<file path="config.mk">
export PLATFORM = sky130hd
export DESIGN_NAME = luma_frame_gate
export DESIGN_NICKNAME = d
export VERILOG_FILES = /design/src/rtl/luma_frame_gate.sv
export SDC_FILE = /design/constraint.sdc
export NUM_CORES = 1
export LEC_CHECK = 0
export CORE_MARGIN = 8
export CORE_UTILIZATION = 50
export CTS_CLUSTER_SIZE = 16
export DETAILED_ROUTE_END_ITERATION = 7
export GPL_TIMING_DRIVEN = 0
export PLACE_DENSITY_LB_ADDON = 0.08
export SLEW_MARGIN = 10
export SYNTH_ARGS = -nofsm -noshare
export SYNTH_HDL_FRONTEND = slang
export SYNTH_SLANG_ARGS = --single-unit
</file>
<file path="constraint.sdc">
create_clock -name clk -period 5 [get_ports clk]
set_input_delay 1 -clock clk [delete_from_list [all_inputs] [get_ports clk]]
set_output_delay 1 -clock clk [all_outputs]
set_load 0.05 [all_outputs]
</file>
<file path="src/rtl/luma_frame_gate.sv">
// RGB-to-luma converter plus single-frame capture gate feeding the histogram stage.
// Latency: 2 cycles from r/g/b/dv/hs/vs to y/dv/hs/vs; frame_done_o aligns with vs_o rising.
// Backpressure: none; one pixel per cycle streams through and the consumer must accept it.
module luma_frame_gate #(
    parameter int CNT_W    = 22,
    parameter bit PASS_ALL = 1'b0
) (
    input  logic             clk,
    input  logic             rst,
    input  logic [7:0]       r_i,
    input  logic [7:0]       g_i,
    input  logic [7:0]       b_i,
    input  logic             dv_i,
    input  logic             hs_i,
    input  logic             vs_i,
    input  logic             trigger_i,
    output logic [7:0]       y_o,
    output logic             dv_o,
    output logic             hs_o,
    output logic             vs_o,
    output logic             busy_o,
    output logic             frame_done_o,
    output logic [CNT_W-1:0] pixel_count_o
);

    typedef enum logic [1:0] {
        S_IDLE    = 2'd0,
        S_ARMED   = 2'd1,
        S_CAPTURE = 2'd2,
        S_DONE    = 2'd3
    } state_t;

    localparam logic [CNT_W-1:0] CNT_MAX = '1;

    state_t           r_state;
    state_t           w_state_nxt;
    logic             r_vs_prev;
    logic             w_sof;
    logic             w_eof;
    logic             w_pass;
    logic             w_cnt_clr;
    logic             w_done;

    // Stage 1: products and delayed controls
    logic [15:0]      r_prod_r;
    logic [15:0]      r_prod_g;
    logic [15:0]      r_prod_b;
    logic             r_dv_s1;
    logic             r_hs_s1;
    logic             r_vs_s1;
    logic             r_pass_s1;

    // Stage 2: rounded luma and aligned controls
    logic [15:0]      w_sum;
    logic [7:0]       w_sum_unused;
    logic [7:0]       r_y;
    logic             r_dv_s2;
    logic             r_hs_s2;
    logic             r_vs_s2;

    logic             r_busy;
    logic             r_frame_done;
    logic [CNT_W-1:0] r_cnt;
    logic [CNT_W-1:0] r_pixel_count;

    // Frame edges relative to the previous cycle's vs; after reset the previous vs reads as 0.
    assign w_sof = ~vs_i & r_vs_prev;
    assign w_eof = vs_i & ~r_vs_prev;

    // Remember last cycle's vs for edge detection
    always_ff @(posedge clk) begin
        if (rst) begin
            r_vs_prev <= 1'b0;
        end else begin
            r_vs_prev <= vs_i;
        end
    end

    // Capture state register
    always_ff @(posedge clk) begin
        if (rst) begin
            r_state <= S_IDLE;
        end else begin
            r_state <= w_state_nxt;
        end
    end

    // Next state, per-pixel pass decision and counter control
    always_comb begin
        w_state_nxt = r_state;
        w_pass      = 1'b0;
        w_cnt_clr   = 1'b0;
        w_done      = 1'b0;
        case (r_state)
            S_IDLE: begin
                // Edges are irrelevant here; only a trigger arms the gate.
                if (trigger_i) begin
                    w_state_nxt = S_ARMED;
                end
            end
            S_ARMED: begin
                // The SOF cycle itself belongs to the captured frame.
                if (w_sof) begin
                    w_state_nxt = S_CAPTURE;
                    w_pass      = 1'b1;
                    w_cnt_clr   = 1'b1;
                end
            end
            S_CAPTURE: begin
                // The EOF cycle is already blanking, so its dv is dropped.
                if (w_eof) begin
                    w_state_nxt = S_DONE;
                end else begin
                    w_pass = 1'b1;
                end
            end
            S_DONE: begin
                w_state_nxt = S_IDLE;
                w_done      = 1'b1;
            end
            default: begin
                w_state_nxt = S_IDLE;
            end
        endcase
    end

    // Captured-pixel counter: restarts at SOF (counting that cycle's pixel) and saturates
    always_ff @(posedge clk) begin
        if (rst) begin
            r_cnt <= '0;
        end else if (w_cnt_clr) begin
            r_cnt <= {{(CNT_W-1){1'b0}}, dv_i};
        end else if (w_pass && dv_i && (r_cnt != CNT_MAX)) begin
            r_cnt <= r_cnt + CNT_W'(1);
        end
    end

    // Pipeline stage 1: weighted colour products and delayed controls
    always_ff @(posedge clk) begin
        if (rst) begin
            r_prod_r  <= '0;
            r_prod_g  <= '0;
            r_prod_b  <= '0;
            r_dv_s1   <= 1'b0;
            r_hs_s1   <= 1'b0;
            r_vs_s1   <= 1'b0;
            r_pass_s1 <= 1'b0;
        end else begin
            r_prod_r  <= 16'(r_i) * 16'd77;
            r_prod_g  <= 16'(g_i) * 16'd150;
            r_prod_b  <= 16'(b_i) * 16'd29;
            r_dv_s1   <= dv_i;
            r_hs_s1   <= hs_i;
            r_vs_s1   <= vs_i;
            r_pass_s1 <= w_pass;
        end
    end

    // Weights sum to 256, so the rounded sum peaks at 65408 and fits 16 bits.
    assign w_sum        = r_prod_r + r_prod_g + r_prod_b + 16'd128;
    assign w_sum_unused = w_sum[7:0];

    // Pipeline stage 2: luma and gated valid, aligned with delayed syncs
    always_ff @(posedge clk) begin
        if (rst) begin
            r_y     <= '0;
            r_dv_s2 <= 1'b0;
            r_hs_s2 <= 1'b0;
            r_vs_s2 <= 1'b0;
        end else begin
            r_y     <= w_sum[15:8];
            r_dv_s2 <= PASS_ALL ? r_dv_s1 : (r_dv_s1 & r_pass_s1);
            r_hs_s2 <= r_hs_s1;
            r_vs_s2 <= r_vs_s1;
        end
    end

    // Status: busy tracks the state being entered; DONE publishes the count and a pulse
    // that lands one cycle after DONE, i.e. together with vs_o rising.
    always_ff @(posedge clk) begin
        if (rst) begin
            r_busy        <= 1'b0;
            r_frame_done  <= 1'b0;
            r_pixel_count <= '0;
        end else begin
            r_busy       <= (w_state_nxt == S_ARMED) || (w_state_nxt == S_CAPTURE);
            r_frame_done <= w_done;
            if (w_done) begin
                r_pixel_count <= r_cnt;
            end
        end
    end

    assign y_o           = r_y;
    assign dv_o          = r_dv_s2;
    assign hs_o          = r_hs_s2;
    assign vs_o          = r_vs_s2;
    assign busy_o        = r_busy;
    assign frame_done_o  = r_frame_done;
    assign pixel_count_o = r_pixel_count;

endmodule

</file>
==> results.json, run 1 <==
{
  "outcome": "finished clean",
  "crit_path_cell_trace": "clkdlybuf4s50_1, ha_1, ha_1, inv_1, fa_1, inv_1, fa_1, ha_1, a2111o_1, nand3_1, o21a_1, mux2_2",
  "met1_length_um": 7520,
  "relSlewSlack_pct": 52.0,
  "initial_core_util_pct": 50.4,
  "area_leaders": "dfxtp_1 28%, ha_1 22%, fa_1 10%",
  "detail-route-antenna-nets": 0,
  "pwr_density_cell_mw_per_mm2": 403,
  "crit_family": "adder cells",
  "cts_tree": "yes",
  "ys_chip_area_mm2": 0.00752,
  "warning_count": 32,
  "top_layer": "met4",
  "first_pass_iters": 4,
  "dpl_worst_slack_ns": 0.291,
  "remaining_drc_errors": 0,
  "gp_congestion": 0.832,
  "clockRootBuffer": "clkbuf_16",
  "common_cells": "130 x ha_1, 117 x inv_1, 106 x dfxtp_1, 92 x nor2_1, 38 x fa_1",
  "cp_max_fo": 4,
  "routed-wl-met3_um": 457,
  "io_buffers": 64,
  "cts-buffers-inserted": 9,
  "drtIter0Drc": 270,
  "clk_latency_ns": 0.35,
  "h-tree-depth": 3,
  "finalSetupViolCount": 0,
  "overflow": 0,
  "worstPathRequired_ns": 5.23,
  "grt_most_used_layer": "met2",
  "yosys.area.top_type": "dfxtp_1",
  "min_path_type": "reg2reg",
  "crit_type": "in2reg",
  "yosys_warnings": 0,
  "hpwl_um": 12400
}
-- run 1: state kept, by name, indices dropped and copies added, names as in the netlist --
name,count
pixel_count_o,22
r_cnt,22
r_prod_g,15
r_prod_r,15
r_prod_b,13
y_o,8
r_state,2
busy_o,1
dv_o,1
frame_done_o,1
hs_o,1
r_dv_s1,1
r_hs_s1,1
r_pass_s1,1
r_vs_s1,1
vs_o,1
-- run 1: per-stage QoR --
step,util [%],hold WS (ns),cell area [um^2],instances
after floorplan,-,0.395,7520,794
after global placement,56.2,0.407,8390,1046
after detailed placement,56.2,0.414,8390,1046
after CTS,58.1,0.424,8670,1062
after global routing,58.1,0.460,8670,1062
final,58.1,0.419,8670,1062
-- run 1: cell usage in the layout (no fill, tap or decap), types with 6 or more instances in the layout --
| cell type | synthesis | final |
|---|---|---|
| mux2i_1 | 24 | 24 |
| inv_1 | 117 | 117 |
| o21ai_0 | 17 | 17 |
| xor2_1 | 9 | 9 |
| clkdlybuf4s50_1 | 0 | 64 |
| nor2_1 | 92 | 92 |
| xnor2_1 | 34 | 34 |
| nor4_1 | 6 | 6 |
| o21bai_1 | 7 | 7 |
| nand3_1 | 17 | 17 |
| clkbuf_16 | 0 | 9 |
| fa_1 | 38 | 38 |
| nor2b_1 | 26 | 26 |
| nand2b_1 | 8 | 8 |
| dfxtp_1 | 106 | 106 |
| ha_1 | 130 | 130 |
| clkbuf_1 | 12 | 13 |
| nor3_1 | 13 | 13 |
| a211oi_1 | 7 | 7 |
| nand2_1 | 22 | 22 |
| a21oi_1 | 29 | 29 |
| a21o_1 | 10 | 10 |
-- run 1: kinds of logic (layout without fill, tap and decap cells) --
family	Yosys count	count (layout)	synth area share, %
xor gates and xnor gates	43	43	5.01
DFF	106	106	28.2
buffers and inverters	133	213	6.66
muxes	29	29	3.95
adders and majority gates	168	168	31.8
and+or+nand+nor	216	216	15.6
AOI/OAI and AO/OA	99	99	8.77
-- run 1: cell type report --
type / instances / area [um^2]
Fill cell: 1282 / 6250
Clock buffer: 10 / 229
Inverter: 117 / 439
Multi-Input combinational cell: 555 / 4890
Buffer: 16 / 61.3
Tap cell: 188 / 235
Clock inverter: 6 / 53.8
Sequential cell: 106 / 2120
Timing Repair Buffer: 64 / 641
-- run 1: where the power goes --
| part | switching [W] | internal (W) |
|---|---|---|
| Combinational | 0.00103 | 0.000785 |
| Clock | 0.000325 | 0.000349 |
| Sequential | 0.0000406 | 0.000967 |
-- run 1: worst paths after layout --
path	start	end	slack, ns	cells past startpoint
worst max register to register	r_prod_r[6]$_SDFF_PP0_	y_o[6]$_SDFF_PP0_	1.75	11
worst min register to register	r_pass_s1$_SDFF_PP0_	dv_o$_SDFF_PP0_	0.42	2
worst min-delay path	r_pass_s1$_SDFF_PP0_	dv_o$_SDFF_PP0_	0.42	2
worst max-delay path	r_i[5]	r_prod_r[12]$_SDFF_PP0_	0.67	12
-- run 1: worst register-to-register path, delay by kind of cell, from the launching register on --
family          cells  cell delay (ns)
buf+inv             2             0.14
fa+ha+maj           3             1.17
flops               1             0.32
simple gates        1             0.13
mux                 1             0.34
compound gates      4             1.04
==> run_1/power_grid.png <==
Scale bar: 50 um. Pins as bars on the die edge.
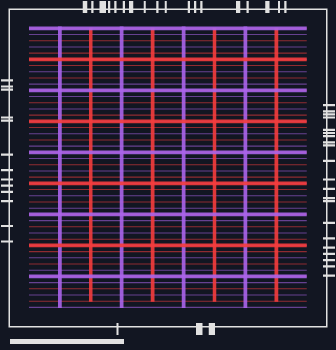
| net | colour |
|---|---|
| VSS | purple |
| VDD | red |
met5 straps: 9
met4 straps: 8
Die Ht: 139 um
Die Wd: 139 um

==> run_1/placement_by_type.png <==
Fill, decap, tap and diode cells in grey.
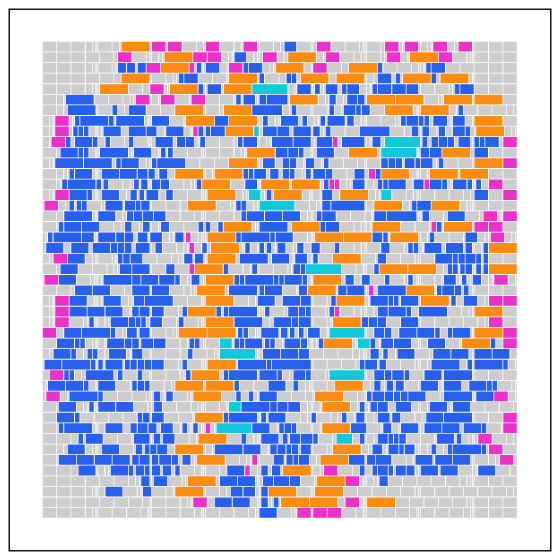
| class | colour | cells |
|---|---|---|
| sequential cells | orange | 106 |
| combinational and other logic | blue | 672 |
| remaining buffers and delay cells | magenta | 80 |
| clock drivers and dummy loads | cyan | 16 |

==> run_1/clk_routes.png <==
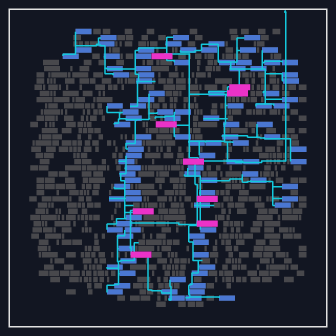
[clock drivers] magenta | count: 9
[clock wires] cyan | length: 1160 um
[flip-flops] blue | count: 106
routed clock nets: 10

==> run_1/wires.png <==
Scale bar: 50 um. Two of the layers only.
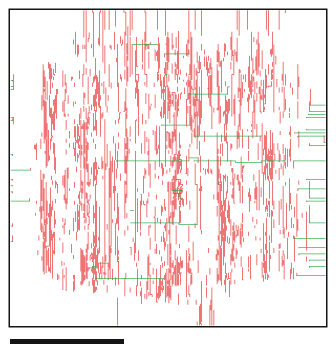
| layer | colour | wire length |
|---|---|---|
| metal 2 | red | 7060 um |
| metal 3 | green | 458 um |
average wire per cell in the routed design: 14.3 um
via count: 5377
Overall Global Routing Usage: 16.2%

==> run_1/clocks.png <==
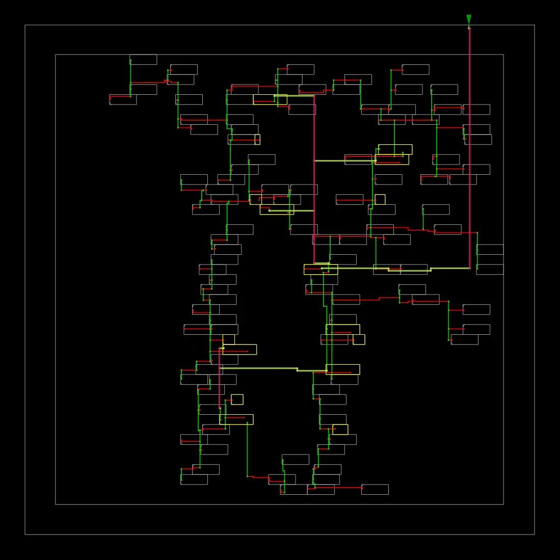

==> run 1 -> run 2 <==
--- a/config.mk
+++ b/config.mk
@@ -5,8 +5,10 @@
 export SDC_FILE = /design/constraint.sdc
 export NUM_CORES = 1
 export LEC_CHECK = 0
+export CELL_PAD_IN_SITES_DETAIL_PLACEMENT = 2
+export CELL_PAD_IN_SITES_GLOBAL_PLACEMENT = 2
 export CORE_MARGIN = 8
-export CORE_UTILIZATION = 50
+export CORE_UTILIZATION = 37
 export CTS_CLUSTER_SIZE = 16
 export DETAILED_ROUTE_END_ITERATION = 7
 export GPL_TIMING_DRIVEN = 0
==> run_2/clocks.png <==
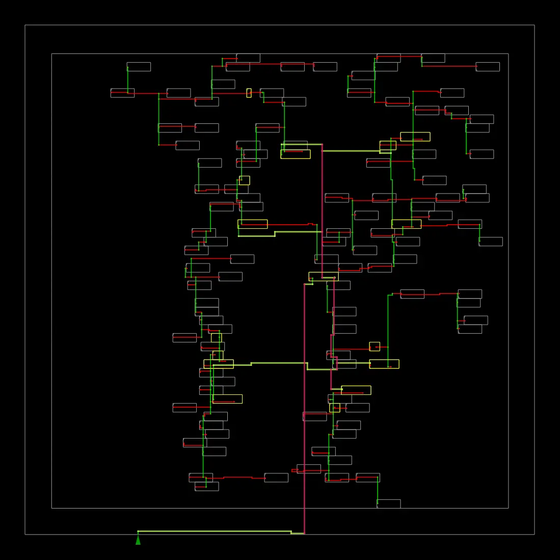
FF+latch count: 106
TritonCTS Sinks: 106
# clk buffers: 11
CTS buffer count: 9

==> run_2/power_grid.png <==
Scale bar: 50 um. Pins as bars on the die edge.
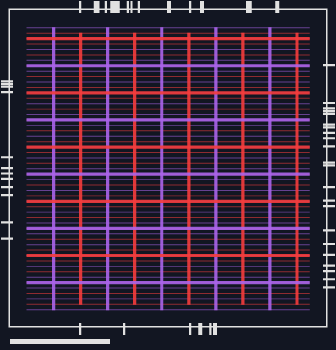
| net | colour |
|---|---|
| VDD | red |
| VSS | purple |
met4 straps: 10
rows: 52
Die Ht: 159 um
core footprint: 0.0201 mm^2

==> run 2 against run 1 <==
  * Cell count rose by 7.7%
  * Sequential power hardly changed
  * Synthesized cell count is the same
  * Critical path type unchanged
  * Hold slack barely moved
  * Critical endpoint unchanged
  * Largest cell class unchanged
  * Flip-flop count is the same
  * Combinational power increased by 5%
  * Register-to-register slack worse by 0.09 ns
  * Clock power up 3.1%
  * Highest routed layer unchanged
  * Global-route usage up 0.83 points
  * Via count up 5.8%
==> results.json, run 2 <==
{
  "ys.flops": 106,
  "clockRootBuffer": "clkbuf_16",
  "ff_type": "dfxtp_1",
  "rsz0062_at_grt": "no",
  "warning_count": 32,
  "hpwl_um": 16600,
  "h-tree-depth": 3,
  "gp_congestion": 0.846,
  "tns_ns": 0,
  "logic_area_mm2": 0.00489,
  "ir_worst_vdd_mv": 0.184,
  "cp-start-kind": "input port",
  "detail-route-antenna-nets": 0,
  "yosys_warnings": 0,
  "wl_um": 20000,
  "grt_pass1_vias": 6647,
  "layout_top_cell": "ha_1",
  "final_hold_viol_count": 0,
  "crit_family": "adder cells",
  "synthArstFlopShare_pct": 0,
  "cts_resized": 0,
  "min_path_type": "reg2reg",
  "die_w_um": 159,
  "hold_depth": 2,
  "finalSetupViolCount": 0,
  "period_used_pct": 89.4,
  "yosys.area.top_type": "dfxtp_1",
  "vias": 5690,
  "min_period_ns": 4.47,
  "cp.depth": 13,
  "overflow": 0,
  "seq_area_mm2": 0.00212,
  "final_cell_mix": "130 x ha_1, 117 x inv_1, 106 x dfxtp_1",
  "worstMarginPinSlew_ns": 0.768,
  "rr_worst_depth": 11,
  "drive_gt1_share_pct": 4.92,
  "io_buffers": 64,
  "drtIter0Drc": 153,
  "relSlewSlack_pct": 48.8,
  "worstPathRequired_ns": 5.24,
  "track_usage_pct": 17.0,
  "initial_core_util_pct": 37.4,
  "fin_nets": 1067,
  "clk_latency_ns": 0.36,
  "remaining_drc_errors": 0,
  "cts_tree": "yes",
  "pwr_density_cell_mw_per_mm2": 413,
  "outcome": "finished clean",
  "common_cells": "130 x ha_1, 117 x inv_1, 106 x dfxtp_1, 92 x nor2_1, 38 x fa_1",
  "first_pass_iters": 4,
  "route.detailed.wl_per_inst_um": 17.5,
  "dpl_worst_slack_ns": 0.165,
  "area_leaders": "dfxtp_1 28%, ha_1 22%, fa_1 10%",
  "crit_type": "in2reg",
  "slowest_stage": "clkdlybuf4s50_1",
  "cp_max_fo": 5,
  "crit_path_cell_trace": "clkdlybuf4s50_1, ha_1, ha_1, inv_1, fa_1, inv_1, fa_1, ha_1, a2111oi_0, o21ai_0, nand3_1, o21a_1, mux2_2",
  "drv_slew": 0,
  "row_count": 52,
  "grt_pass1_wl_um": 33800,
  "n_fill_cell": 2201,
  "ys_chip_area_mm2": 0.00752
}
run 2: cell types whose count changed in the layout (fill, tap and decap cells not counted), sizes merged:
cell	delta
inv	-2
clkbuf	+1
clkinvlp	-1
clkinv	+2
run 2: cell families after synthesis:
kind of cell / count (synthesis) / share of synthesized area (%)
mux: 29 / 3.95
buf+inv: 133 / 6.66
fa+ha+maj: 168 / 31.8
compound gates: 99 / 8.77
flops: 106 / 28.2
simple gates: 216 / 15.6
xor+xnor: 43 / 5.01
run 2: report_power, final:
group | switching (W) | internal, W
registers | 0.0000463 | 0.000968
logic | 0.00111 | 0.000799
clock network | 0.000336 | 0.000360
run 2: worst reg2reg max path, stage by stage, from the launching register on:
cell and delay, ns:
dfxtp_1 0.31, inv_1 0.06, fa_1 0.41, inv_1 0.08
fa_1 0.41, ha_1 0.36, a211oi_1 0.28, nor2_1 0.14
a2111oi_4 0.44, o211ai_1 0.18, a21oi_1 0.20, mux2_2 0.36
run 2: area by class of cell:
type	instances	area share, %
Clock inverter	5	0.499
Clock buffer	11	2.76
Sequential cell	106	24.2
Tap cell	270	3.85
Inverter	117	5.00
Buffer	16	0.698
Timing Repair Buffer	64	7.30
Multi-Input combinational cell	555	55.7
run 2: metrics by stage:
stage,instance area (um^2),hold WS [ns],cells,total power [W],util (%)
6_report,8780,0.419,1144,0.00362,43.7
5_1_grt,8780,0.433,1144,0.00397,43.7
4_1_cts,8780,0.424,1144,0.00369,43.7
3_5_place_dp,8490,0.413,1128,0.00295,42.3
3_3_place_gp,8490,0.409,1128,0.00286,42.3
2_1_floorplan,7520,0.395,794,0.00242,-
run 2: final timing paths:
path	startpoint	endpoint	slack, ns
max	r_i[4]	r_prod_r[12]$_SDFF_PP0_	0.53
min	r_pass_s1$_SDFF_PP0_	dv_o$_SDFF_PP0_	0.42
min reg2reg	r_pass_s1$_SDFF_PP0_	dv_o$_SDFF_PP0_	0.42
max reg2reg	r_prod_r[6]$_SDFF_PP0_	y_o[6]$_SDFF_PP0_	1.66
run 2: metal layers:
metal / GRT usage (%) / wire length [um] / vias up
met1: 21.0 / 9230 / 2819
met4: 3.82 / 252 / 0
met3: 2.55 / 506 / 17
li1: - / - / 2794
met5: 0 / 0 / -
met2: 30.7 / 10000 / 60
==> run 2 -> run 3 <==
--- a/config.mk
+++ b/config.mk
@@ -13,6 +13,7 @@
 export DETAILED_ROUTE_END_ITERATION = 7
 export GPL_TIMING_DRIVEN = 0
 export PLACE_DENSITY_LB_ADDON = 0.08
+export SKIP_LAST_GASP = 1
 export SLEW_MARGIN = 10
 export SYNTH_ARGS = -nofsm -noshare
 export SYNTH_HDL_FRONTEND = slang
==> run_3/clocks.png <==
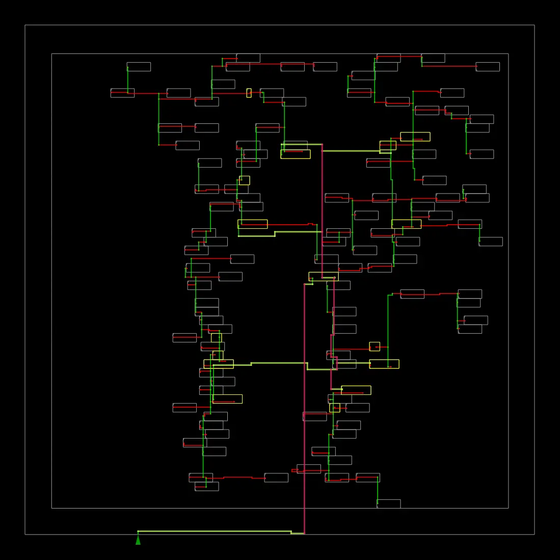
Worst Clk Skew: 0.0138 ns
Clk. pwr: 0.000695 W

==> run 3 against run 2 <==
  * Combinational power barely moved
  * Non-clock buffer count is the same
  * Setup slack unchanged
  * Core utilization did not move
  * Global-route usage is the same
  * Critical path type unchanged
  * Sequential power is essentially flat
  * Hold slack is the same
  * Via count unchanged
  * Clock-buffer cell count did not move
==> results.json, run 3 <==
{
  "post_synth.cell_area_avg_um2": 9.47,
  "overflow": 0,
  "ff2ff_setup_slack_ns": 1.66,
  "fin_nets": 1067,
  "layout_top_cell": "ha_1",
  "initial_core_util_pct": 37.4,
  "use_met1_pct": 21.0,
  "ys_chip_area_mm2": 0.00752,
  "hold_depth": 2,
  "min_to": "dv_o$_SDFF_PP0_",
  "route.detailed.wl_per_inst_um": 17.5,
  "ff_type": "dfxtp_1",
  "period_used_pct": 89.4,
  "cts.clk_slew.worst_paths_ns": 0.08,
  "yosys_warnings": 0,
  "n_antenna_cell": 0,
  "clockRootBuffer": "clkbuf_16",
  "r2r-end": "y_o[6]$_SDFF_PP0_",
  "post-cts-setup-buffers": 0,
  "worstPathRequired_ns": 5.24,
  "holdCritStartpoint": "r_pass_s1$_SDFF_PP0_",
  "hpwl_um": 16600,
  "clk_latency_ns": 0.36,
  "max_freq_mhz": 224,
  "top_cell_area_share_pct": 28.2,
  "cts-buffers-inserted": 9,
  "row_count": 52,
  "coreArea_mm2": 0.0201,
  "cp-start-kind": "input port",
  "crit_type": "in2reg",
  "tns_ns": 0,
  "rsz0062_at_grt": "no",
  "final_cells": 1144,
  "rr_worst_depth": 11,
  "cp-end-kind": "flop",
  "detail-route-antenna-nets": 0,
  "grt_use_met3_pct": 2.55,
  "ys_seq_share_pct": 28.2,
  "wl_um": 20000,
  "grt_pass1_vias": 6647,
  "top_cell": "ha_1",
  "syn_area_mm2": 0.00752,
  "vias": 5690,
  "min_path_type": "reg2reg",
  "warning_count": 32,
  "drv_slew": 0,
  "clock_path_buffers": 2,
  "drive_gt1_share_pct": 4.92,
  "common_cells": "130 x ha_1, 117 x inv_1, 106 x dfxtp_1, 92 x nor2_1, 38 x fa_1",
  "cp_max_fo": 5,
  "min_period_ns": 4.47,
  "clock_sinks": 106,
  "cts_resized": 0,
  "cp.arrival_ns": 4.71,
  "grt_most_used_layer": "met2",
  "outcome": "finished clean",
  "drtIter0Drc": 153,
  "first_pass_iters": 4,
  "yosys.area.top_type": "dfxtp_1",
  "track_usage_pct": 17.0,
  "relSlewSlack_pct": 48.8,
  "edf_count": 0,
  "io_pins": 65,
  "dpl.cell_count": 1128,
  "n_fill_cell": 2201,
  "area_leaders": "dfxtp_1 28%, ha_1 22%, fa_1 10%",
  "utilization_pct": 43.7,
  "final_cell_mix": "130 x ha_1, 117 x inv_1, 106 x dfxtp_1",
  "h-tree-depth": 3,
  "antenna_found_initial": 0,
  "final_hold_viol_count": 0,
  "worstMarginPinSlew_ns": 0.768,
  "grt_max_degree": 19,
  "cts_hold_buf": 0,
  "syn_nets": 992,
  "reg2reg_from": "r_prod_r[6]$_SDFF_PP0_",
  "synthArstFlopShare_pct": 0,
  "finalSetupViolCount": 0,
  "io_buffers": 64,
  "cts_tree": "yes",
  "via_per_inst": 4.97,
  "pwr_density_cell_mw_per_mm2": 413,
  "gp_congestion": 0.846,
  "yosysCellCount": 794,
  "use_met2_pct": 30.7,
  "grt_pass1_wl_um": 33800,
  "ys.flops": 106,
  "remaining_drc_errors": 0,
  "synth.distinct_cells": 57
}
==> run_3/power_grid.png <==
Scale bar: 50 um. Pins as bars on the die edge.
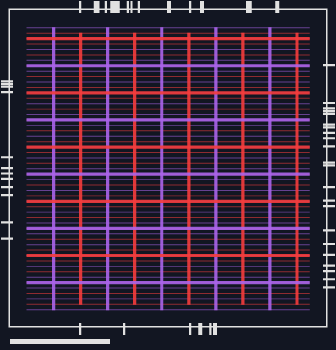
| net | colour |
|---|---|
| VSS | purple |
| VDD | red |
met5 straps: 10
met4 straps: 10
rows: 52
met1 rails: 53
signal pins: 65
peak supply drop: 0.184 mV
Die Wd: 159 um

## run 3: cell counts in the layout (fill, tap and decap cells not counted)
No cell type changed its count.
## run 3: worst max path at each step
stage / cells past startpoint / start / to / slack (ns)
after global routing: 13 / r_i[4] / r_prod_r[12]$_SDFF_PP0_ / 0.38
after global placement: 13 / r_i[5] / r_prod_r[12]$_SDFF_PP0_ / 0.23
final: 13 / r_i[4] / r_prod_r[12]$_SDFF_PP0_ / 0.53
after CTS: 13 / r_i[4] / r_prod_r[12]$_SDFF_PP0_ / 0.51
after floorplan: 11 / r_i[4] / r_prod_r[12]$_SDFF_PP0_ / 1.08
after detailed placement: 13 / r_i[4] / r_prod_r[12]$_SDFF_PP0_ / 0.17
## run 3: critical path, stage by stage
cell	delay, ns
clkdlybuf4s50_1	0.62
ha_1	0.28
ha_1	0.28
inv_1	0.05
fa_1	0.54
inv_1	0.06
fa_1	0.46
ha_1	0.27
a2111oi_0	0.29
o21ai_0	0.16
nand3_1	0.17
o21a_1	0.18
mux2_2	0.34
## run 3: cells by family (layout without fill, tap and decap cells)
group,Yosys count,after routing,synth area share [%]
AND/OR/NAND/NOR,216,216,15.6
adder cells (fa/ha/maj),168,168,31.8
buffers and inverters,133,213,6.66
flip-flops,106,106,28.2
AND-OR/OR-AND,99,99,8.77
XOR/XNOR,43,43,5.01
multiplexers,29,29,3.95
## run 3: where the power goes
part | switching [W] | internal (W)
combinational | 0.00111 | 0.000799
sequential | 0.0000463 | 0.000968
clock | 0.000336 | 0.000360
total | 0.00150 | 0.00213
## run 3: area by class of cell
type / instances / area (um^2) / share of cell area [%]
sequential: 106 / 2120 / 24.2
timing repair buffer: 64 / 641 / 7.30
multi-input combinational: 555 / 4890 / 55.7
clock inverter: 5 / 43.8 / 0.499
clock buffer: 11 / 243 / 2.76
buffer: 16 / 61.3 / 0.698
inverter: 117 / 439 / 5.00
tap: 270 / 338 / 3.85
## run 3: per-stage QoR
stage          area [um^2]  hold WS [ns]  power, W  worst slack, ns
2_1_floorplan         7520         0.395   0.00242             1.08
3_3_place_gp          8490         0.409   0.00286            0.233
5_1_grt               8780         0.433   0.00397            0.381
4_1_cts               8780         0.424   0.00369            0.513
6_report              8780         0.419   0.00362            0.531
3_5_place_dp          8490         0.413   0.00295            0.165
## run 3: metal layers
layer / up-vias / wire length (um)
li1: 2794 / -
met1: 2819 / 9230
met2: 60 / 10000
met3: 17 / 506
met4: 0 / 252
met5: - / 0
No activity file was given, so power comes from the tool's default toggle rates.
